===== config.mk =====
export PLATFORM = sky130hd
export DESIGN_NAME = uart_tx_arbiter
export DESIGN_NICKNAME = d
export VERILOG_FILES = /design/src/rtl/uart_tx_arbiter.sv
export SDC_FILE = /design/constraint.sdc
export NUM_CORES = 1
export LEC_CHECK = 0
export CAP_MARGIN = 40
export CORE_MARGIN = 2
export CORE_UTILIZATION = 47
export DETAILED_ROUTE_END_ITERATION = 10
export HOLD_SLACK_MARGIN = 0.12
export PLACE_DENSITY_LB_ADDON = 0.2
export SLEW_MARGIN = 20
export SYNTH_ARGS = -nofsm -noshare
export SYNTH_HDL_FRONTEND = slang
export SYNTH_SLANG_ARGS = --single-unit

===== constraint.sdc =====
create_clock -name clk -period 3.4 [get_ports clk]
set_clock_uncertainty 0.05 [all_clocks]
set_input_delay 0.68 -clock clk [delete_from_list [all_inputs] [get_ports clk]]
set_output_delay 0.68 -clock clk [all_outputs]
set_load 0.05 [all_outputs]

===== src/rtl/uart_tx_arbiter.sv =====
// uart_tx_arbiter: round-robin, packet-locked sharing of one uart transmitter with a stall watchdog
module uart_tx_arbiter #(
  parameter int N_REQ   = 4,
  parameter int D_BITS  = 8,
  parameter int TO_BITS = 16
) (
  input  logic                      clk,
  input  logic                      reset,
  input  logic [N_REQ-1:0]          req_valid,
  input  logic [N_REQ*D_BITS-1:0]   req_data,
  input  logic [N_REQ-1:0]          req_last,
  output logic [N_REQ-1:0]          req_ack,
  output logic [N_REQ-1:0]          grant,
  output logic [D_BITS-1:0]         tx_din,
  output logic                      tx_start,
  input  logic                      tx_done_tick,
  input  logic [TO_BITS-1:0]        timeout_limit,
  output logic                      busy,
  output logic                      timeout_err
);
  localparam int PW = $clog2(N_REQ);
  typedef enum logic [1:0] {IDLE, WAIT_DONE, HOLD} state_t;
  state_t state_q, state_d;
  logic [PW-1:0] ptr_q, ptr_d, owner_q, owner_d, win, idx, cap_idx;
  logic [N_REQ-1:0] grant_q, grant_d, ack_q, ack_d;
  logic [D_BITS-1:0] din_q, din_d;
  logic [TO_BITS-1:0] timer_q, timer_d;
  logic start_q, start_d, err_q, err_d, busy_q, busy_d, last_q, last_d, cap, to_hit;
  // scan downward so the index closest after ptr is the last one written
  always_comb begin
    win = ptr_q;
    idx = ptr_q;
    for (int i = N_REQ - 1; i >= 0; i--) begin
      idx = PW'((int'(ptr_q) + 1 + i) % N_REQ);
      win = req_valid[idx] ? idx : win;
    end
  end
  assign to_hit = (timeout_limit != '0) && (timer_q == timeout_limit - TO_BITS'(1));
  always_comb begin
    state_d = state_q;
    ptr_d   = ptr_q;
    owner_d = owner_q;
    grant_d = grant_q;
    last_d  = last_q;
    din_d   = din_q;
    ack_d   = '0;
    start_d = 1'b0;
    err_d   = 1'b0;
    cap     = 1'b0;
    cap_idx = owner_q;
    timer_d = (state_q == IDLE) ? '0 : timer_q + TO_BITS'(~&timer_q);
    case (state_q)
      IDLE: begin
        cap     = |req_valid;
        cap_idx = win;
      end
      WAIT_DONE: begin
        if (tx_done_tick) begin
          if (last_q) begin
            ptr_d   = owner_q;
            grant_d = '0;
            state_d = IDLE;
          end else if (req_valid[owner_q]) begin
            cap = 1'b1;
          end else begin
            state_d = HOLD;
            timer_d = '0;
          end
        end else begin
          err_d = to_hit;
        end
      end
      HOLD: begin
        cap   = req_valid[owner_q];
        err_d = !req_valid[owner_q] && to_hit;
      end
      default: state_d = IDLE;
    endcase
    if (err_d) begin
      grant_d = '0;
      ptr_d   = owner_q;
      state_d = IDLE;
    end
    if (cap) begin
      owner_d = cap_idx;
      grant_d = N_REQ'(1) << cap_idx;
      ack_d   = N_REQ'(1) << cap_idx;
      din_d   = req_data[cap_idx*D_BITS +: D_BITS];
      last_d  = req_last[cap_idx];
      start_d = 1'b1;
      timer_d = '0;
      state_d = WAIT_DONE;
    end
    busy_d = (state_d != IDLE);
  end
  always_ff @(posedge clk) begin
    if (reset) begin
      state_q <= IDLE;
      ptr_q   <= PW'(N_REQ - 1);
      owner_q <= '0;
      grant_q <= '0;
      last_q  <= 1'b0;
      din_q   <= '0;
      ack_q   <= '0;
      start_q <= 1'b0;
      err_q   <= 1'b0;
      busy_q  <= 1'b0;
      timer_q <= '0;
    end else begin
      state_q <= state_d;
      ptr_q   <= ptr_d;
      owner_q <= owner_d;
      grant_q <= grant_d;
      last_q  <= last_d;
      din_q   <= din_d;
      ack_q   <= ack_d;
      start_q <= start_d;
      err_q   <= err_d;
      busy_q  <= busy_d;
      timer_q <= timer_d;
    end
  end
  assign req_ack     = ack_q;
  assign grant       = grant_q;
  assign tx_din      = din_q;
  assign tx_start    = start_q;
  assign busy        = busy_q;
  assign timeout_err = err_q;
endmodule

### Cells coloured by class, run 1

Fill, decap, tap and diode cells in grey.
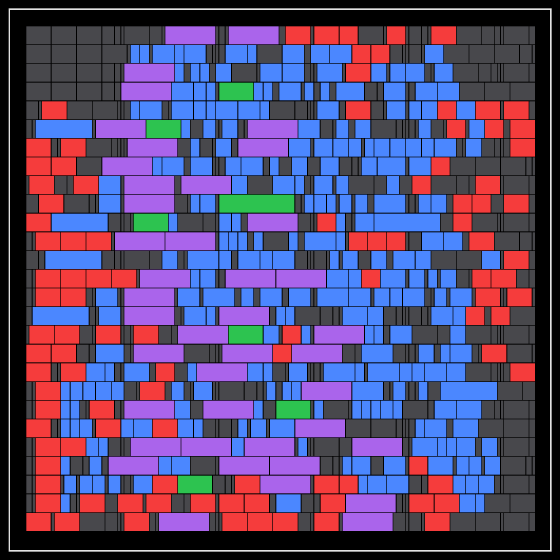
legend:
  clock drivers and dummy loads:
    colour: green
    cells: 7
    share_of_their_area: 3.1%
  other buffers and delay cells:
    colour: red
    cells: 102
    share_of_their_area: 26%
  all other logic:
    colour: blue
    cells: 257
    share_of_their_area: 47%
  flip-flops:
    colour: purple
    cells: 42
    share_of_their_area: 23%
flop share of the area: 22.5%
post-route cell area: 3730 um^2
placement row count: 27

### Clock nets, run 1

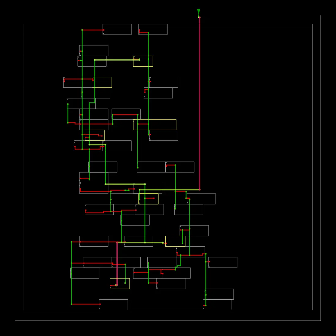
CTS sink count: 42
Clock Buffer Count: 6
flop count: 42
Clock Power: 0.396 mW

==> results.txt, run 1 <==
Final Setup Violations -> 0
Post-synth ARST share -> 0%
Vias in the first global route -> 2552
GRT busiest layer -> met2
Switching Fraction -> 40.9%
Clock power share -> 18.2%
Top-Level Pins -> 78
Hold depth -> 1
Clock root buffer -> clkbuf_8
Logic cell area -> 1690 um^2
Adder Share, Synth -> 3.84%
Ys cells -> 309
Slew Viols, Final -> 0
Tightest hold margin -> 0.439 ns
NonClk Buf Share -> 25.7%
Final net count -> 475
Tap cell count -> 72
H-tree levels -> 2
Top cell area share -> 32.2%
DRT Pass-1 Iters -> 5
Count of library flops with an enable pin -> 0
First-pass GRT wire length -> 11500 um
Die width -> 78.5 um
And+or+nand+nor area frac -> 26.0%
Top logic family -> simple AND/OR/NAND/NOR gates
Met1 usage -> 32.1%
Vias per cell -> 5.47
Final WS setup -> 0.258 ns
Tool Warnings -> 30
HPWL after DPL -> 5410 um
Tightest Pin Transition -> 0.747 ns
Dominant register cell -> dfxtp_1
Max_slew headroom -> 49.5%
Area grow syn2layout -> 43.0%
CTS clk-pin slew, worst paths -> 0.08 ns
Status -> completed
Power in combinational cells -> 1.11 mW
FMAX -> 318 MHz
CTS max path bufs -> 2
Leakage -> 1.42 nW
Antenna viol nets, final -> 0
Peak VDD IR -> 0.000414 V
Initial antenna violation count -> 0
CTS tree -> built
Filler instances -> 446
Unrepaired setup endpoints after global routing -> no
Wirelength, routed -> 6860 um
Met3 Resource Use GR -> 5.17%
Number of synthesized register bits -> 42
Die Size -> 6160 um^2
Register share of total power -> 31.0%
Cycle use final -> 92.4%
Final RePlAce weighted congestion -> 0.873
MUX area fraction -> 6.29%
Register share after synthesis -> 32.2%
Share of layout cells above drive strength 1 -> 10.8%
Core footprint -> 5440 um^2
Most frequent cells in the layout -> 77 x clkdlybuf4s50_1, 42 x dfxtp_1, 34 x nor2_1
Worst reg-to-reg path cell count -> 10
Height of the die -> 78.5 um
GRT Resource Usage Total -> 23.4%
Hold-fix buffers, CTS -> 0
Post-detailed-route wirelength per cell -> 14.3 um
DP Area -> 3620 um^2
# DRC -> 0
PortBufs -> 77
Post-synth design cell area -> 2610 um^2
1st-iter DRT viols -> 97
Routed met2 length -> 3090 um
Post-synthesis area per instance -> 8.44 um^2
Core Util at FP -> 47.9%
Largest net degree at the start of global routing -> 16
Worst-path fanout max -> 7
Final hold viol count -> 0
N_diodes -> 0
Yosys cell types -> 55
Met3 WL -> 470 um
### Where the registers sit, run 1

The bar under the picture is 20 um long. Other sequential cells in the stronger grey, the rest of the logic in the fainter grey.
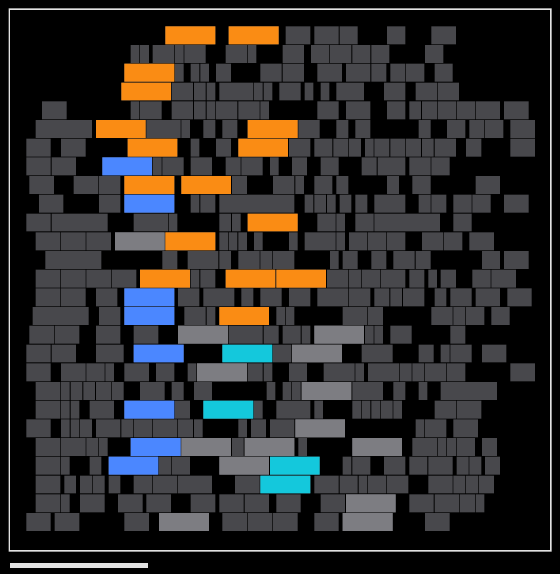
legend:
  `grant`:
    colour: cyan
    placed_flops: 4
    where: bottom centre
  `timer_q`:
    colour: orange
    placed_flops: 16
  `tx_din`:
    colour: blue
    placed_flops: 8
not coloured: 14
Finished Core Util: 68.6%
flip-flop and latch area: 841 um^2
seq pwr: 0.676 mW

==> run 1: Yosys cell counts (5+ instances only) <==
| library cell | n |
|---|---|
| nand2b_1 | 5 |
| xor2_1 | 15 |
| nand4_1 | 9 |
| inv_1 | 10 |
| a21oi_1 | 14 |
| xnor2_1 | 15 |
| and3_1 | 8 |
| nor3_1 | 7 |
| nand2_1 | 30 |
| nor4_1 | 6 |
| nand3_1 | 8 |
| mux4_2 | 5 |
| clkbuf_1 | 9 |
| nor2_1 | 34 |
| nor2b_1 | 5 |
| ha_1 | 8 |
| dfxtp_1 | 42 |
| o21ai_0 | 15 |
==> run 1: critical path, stage by stage <==
cell and delay (ns):
clkdlybuf4s50_1 0.42, or4_1 0.54, buf_4 0.18, o31a_1 0.28
or4_4 0.48, o211ai_2 0.10, o2111ai_4 0.20, a31o_1 0.26
a21o_1 0.14
==> run 1: cells by family after synthesis <==
family | after synthesis
simple gates | 132
compound gates | 67
flops | 42
xor+xnor | 30
buf+inv | 20
mux | 10
fa+ha+maj | 8
==> run 1: worst paths after layout <==
| path | from | slack (ns) | end |
|---|---|---|---|
| min | tx_din[0]$_SDFFE_PP0P_ | 0.44 | tx_din[0]$_SDFFE_PP0P_ |
| max reg2reg | timer_q[6]$_SDFF_PP0_ | 0.96 | timer_q[10]$_SDFF_PP0_ |
| min reg2reg | tx_din[0]$_SDFFE_PP0P_ | 0.44 | tx_din[0]$_SDFFE_PP0P_ |
| max | timeout_limit[2] | 0.26 | ptr_q[0]$_SDFFE_PP1P_ |
==> run 1: sequential cells by signal, summed over array words and instances (netlist names) <==
signal	cells
timeout_err	1
grant	4
last_q	1
state_q	2
busy	1
req_ack	4
tx_din	8
timer_q	16
ptr_q	2
owner_q	2
tx_start	1
==> inputs of run 2 (changes only) <==
- CORE_MARGIN: 2 -> default
### Clock distribution, run 2

The bar under the picture is 20 um long.
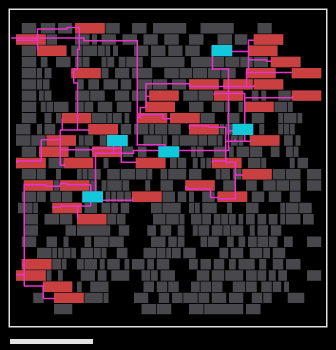
legend:
  clock wires:
    colour: magenta
    length: 511 um
  cells driving clock nets:
    colour: cyan
    count: 5
  flip-flops:
    colour: red
    count: 42
routed clock nets: 6
clk latency late pin: 0.29 ns
Clock Power: 0.305 mW
clock power share: 14.5%

### Clock nets, run 2

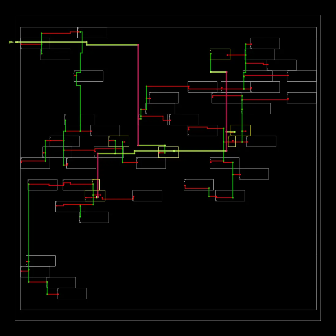
CTS buffer count: 5
Clock Buffer Count: 5

==> results.txt, run 2 <==
Logic cell area -> 1690 um^2 (unchanged)
Ys cells -> 309 (unchanged)
Final net count -> 472 (-0.63%)
Share of layout cells above drive strength 1 -> 10.1% (-0.66 points)
Hold Startpoint -> tx_din[1]$_SDFFE_PP0P_
Worst-path fanout max -> 8 (+1)
Placement row count -> 26 (-3.7%)
Status -> completed
Yosys cell types -> 55 (unchanged)
Post-route cell area -> 3670 um^2 (-1.6%)
CTS max path bufs -> 2 (unchanged)
Tightest Pin Transition -> 0.723 ns (-0.0243 ns)
# DRC -> 0 (unchanged)
Largest net degree at the start of global routing -> 16 (unchanged)
Hold-fix buffers, CTS -> 0 (unchanged)
Count leader, synth -> dfxtp_1
Vias per cell -> 5.64 (+3.2%)
N_diodes -> 0 (unchanged)
Leakage -> 1.39 nW (-2.0%)
CTS sink count -> 42 (unchanged)
Reg-to-reg slack, setup -> 0.91 ns (-0.05 ns)
Slew Viols, Final -> 0 (unchanged)
DP Area -> 3590 um^2 (-0.69%)
Die width -> 76.5 um (-2.5%)
1st-iter DRT viols -> 77 (-21%)
Max reg flops -> 16 (unchanged)
Unrepaired setup endpoints after global routing -> no
Core Util at FP -> 49.8% (+1.8 points)
Final hold viol count -> 0 (unchanged)
Tightest hold margin -> 0.439 ns (+0.000273 ns)
Worst setup path end -> ptr_q[1]$_SDFFE_PP1P_
Area grow syn2layout -> 40.8%
Largest Register -> timer_q
HPWL after DPL -> 5790 um (+7.1%)
Antenna viol nets, final -> 0 (unchanged)
Slowest-stage cell, CP -> clkdlybuf4s50_1
Crit-path cells -> clkdlybuf4s50_1 > or3b_2 > a221o_1 > a2111o_1 > a32oi_1 > o2111ai_4 > a31o_1 > a21o_1
Post-detailed-route wirelength per cell -> 15.4 um (+7.8%)
Vias in the first global route -> 2553 (+0.039%)
Post-synth design cell area -> 2610 um^2 (unchanged)
Peak VDD IR -> 0.000608 V (+47%)
Initial antenna violation count -> 0 (unchanged)
First-pass GRT wire length -> 12000 um (+4.6%)
[run 2: cell counts after synthesis]
Identical to the previous run, type by type.
[run 2: through the flow]
stage	setup WS (ns)	instances
final	0.205	475
after global routing	0.102	475
after CTS	0.199	475
after detailed placement	-0.101	468
after global placement	-0.0143	468
after floorplan	0.280	309
[run 2: final cells by class]
cell class / instances / area share [%]
multi-input cells: 247 / 46.0
repair buffers: 99 / 25.5
flip-flops and latches: 42 / 22.9
well taps: 70 / 2.39
clock buffers: 5 / 1.87
inverters: 10 / 1.02
clock inverters: 2 / 0.273
[run 2: worst min path at each step]
stage,endpoint,depth (start not counted),slack [ns]
finish,tx_din[1]$_SDFFE_PP0P_,1,0.44
global route,tx_din[0]$_SDFFE_PP0P_,1,0.45
CTS,tx_din[1]$_SDFFE_PP0P_,1,0.44
detailed placement,tx_din[1]$_SDFFE_PP0P_,1,0.42
global placement,tx_din[0]$_SDFFE_PP0P_,1,0.41
floorplan,owner_q[1]$_SDFFE_PP0P_,2,0.43
[run 2: metal layers]
layer  track usage, %  vias to the layer above  part of all wire, %
met5                0                        -                    0
met1             29.7                     1280                   43
met2             47.6                       66                   51
li1                 -                     1318                    -
met3             4.19                       17                  3.4
met4             8.65                        0                  2.2
[run 2: kinds of logic after synthesis]
family	Yosys count
and+or+nand+nor	132
AOI/OAI and AO/OA	67
DFF	42
xor gates and xnor gates	30
buffers and inverters	20
muxes	10
adders and majority gates	8
[run 2: power groups by stage]
stage	registers, mW	clock network (mW)	logic [mW]
2_1_floorplan	0.931	0	0.469
3_3_place_gp	0.680	0	1.10
3_5_place_dp	0.680	0	1.11
4_1_cts	0.672	0.310	1.12
5_1_grt	0.685	0.329	1.20
6_report	0.673	0.305	1.12
Power figures rest on the tool's default switching activity, not on a simulated workload.
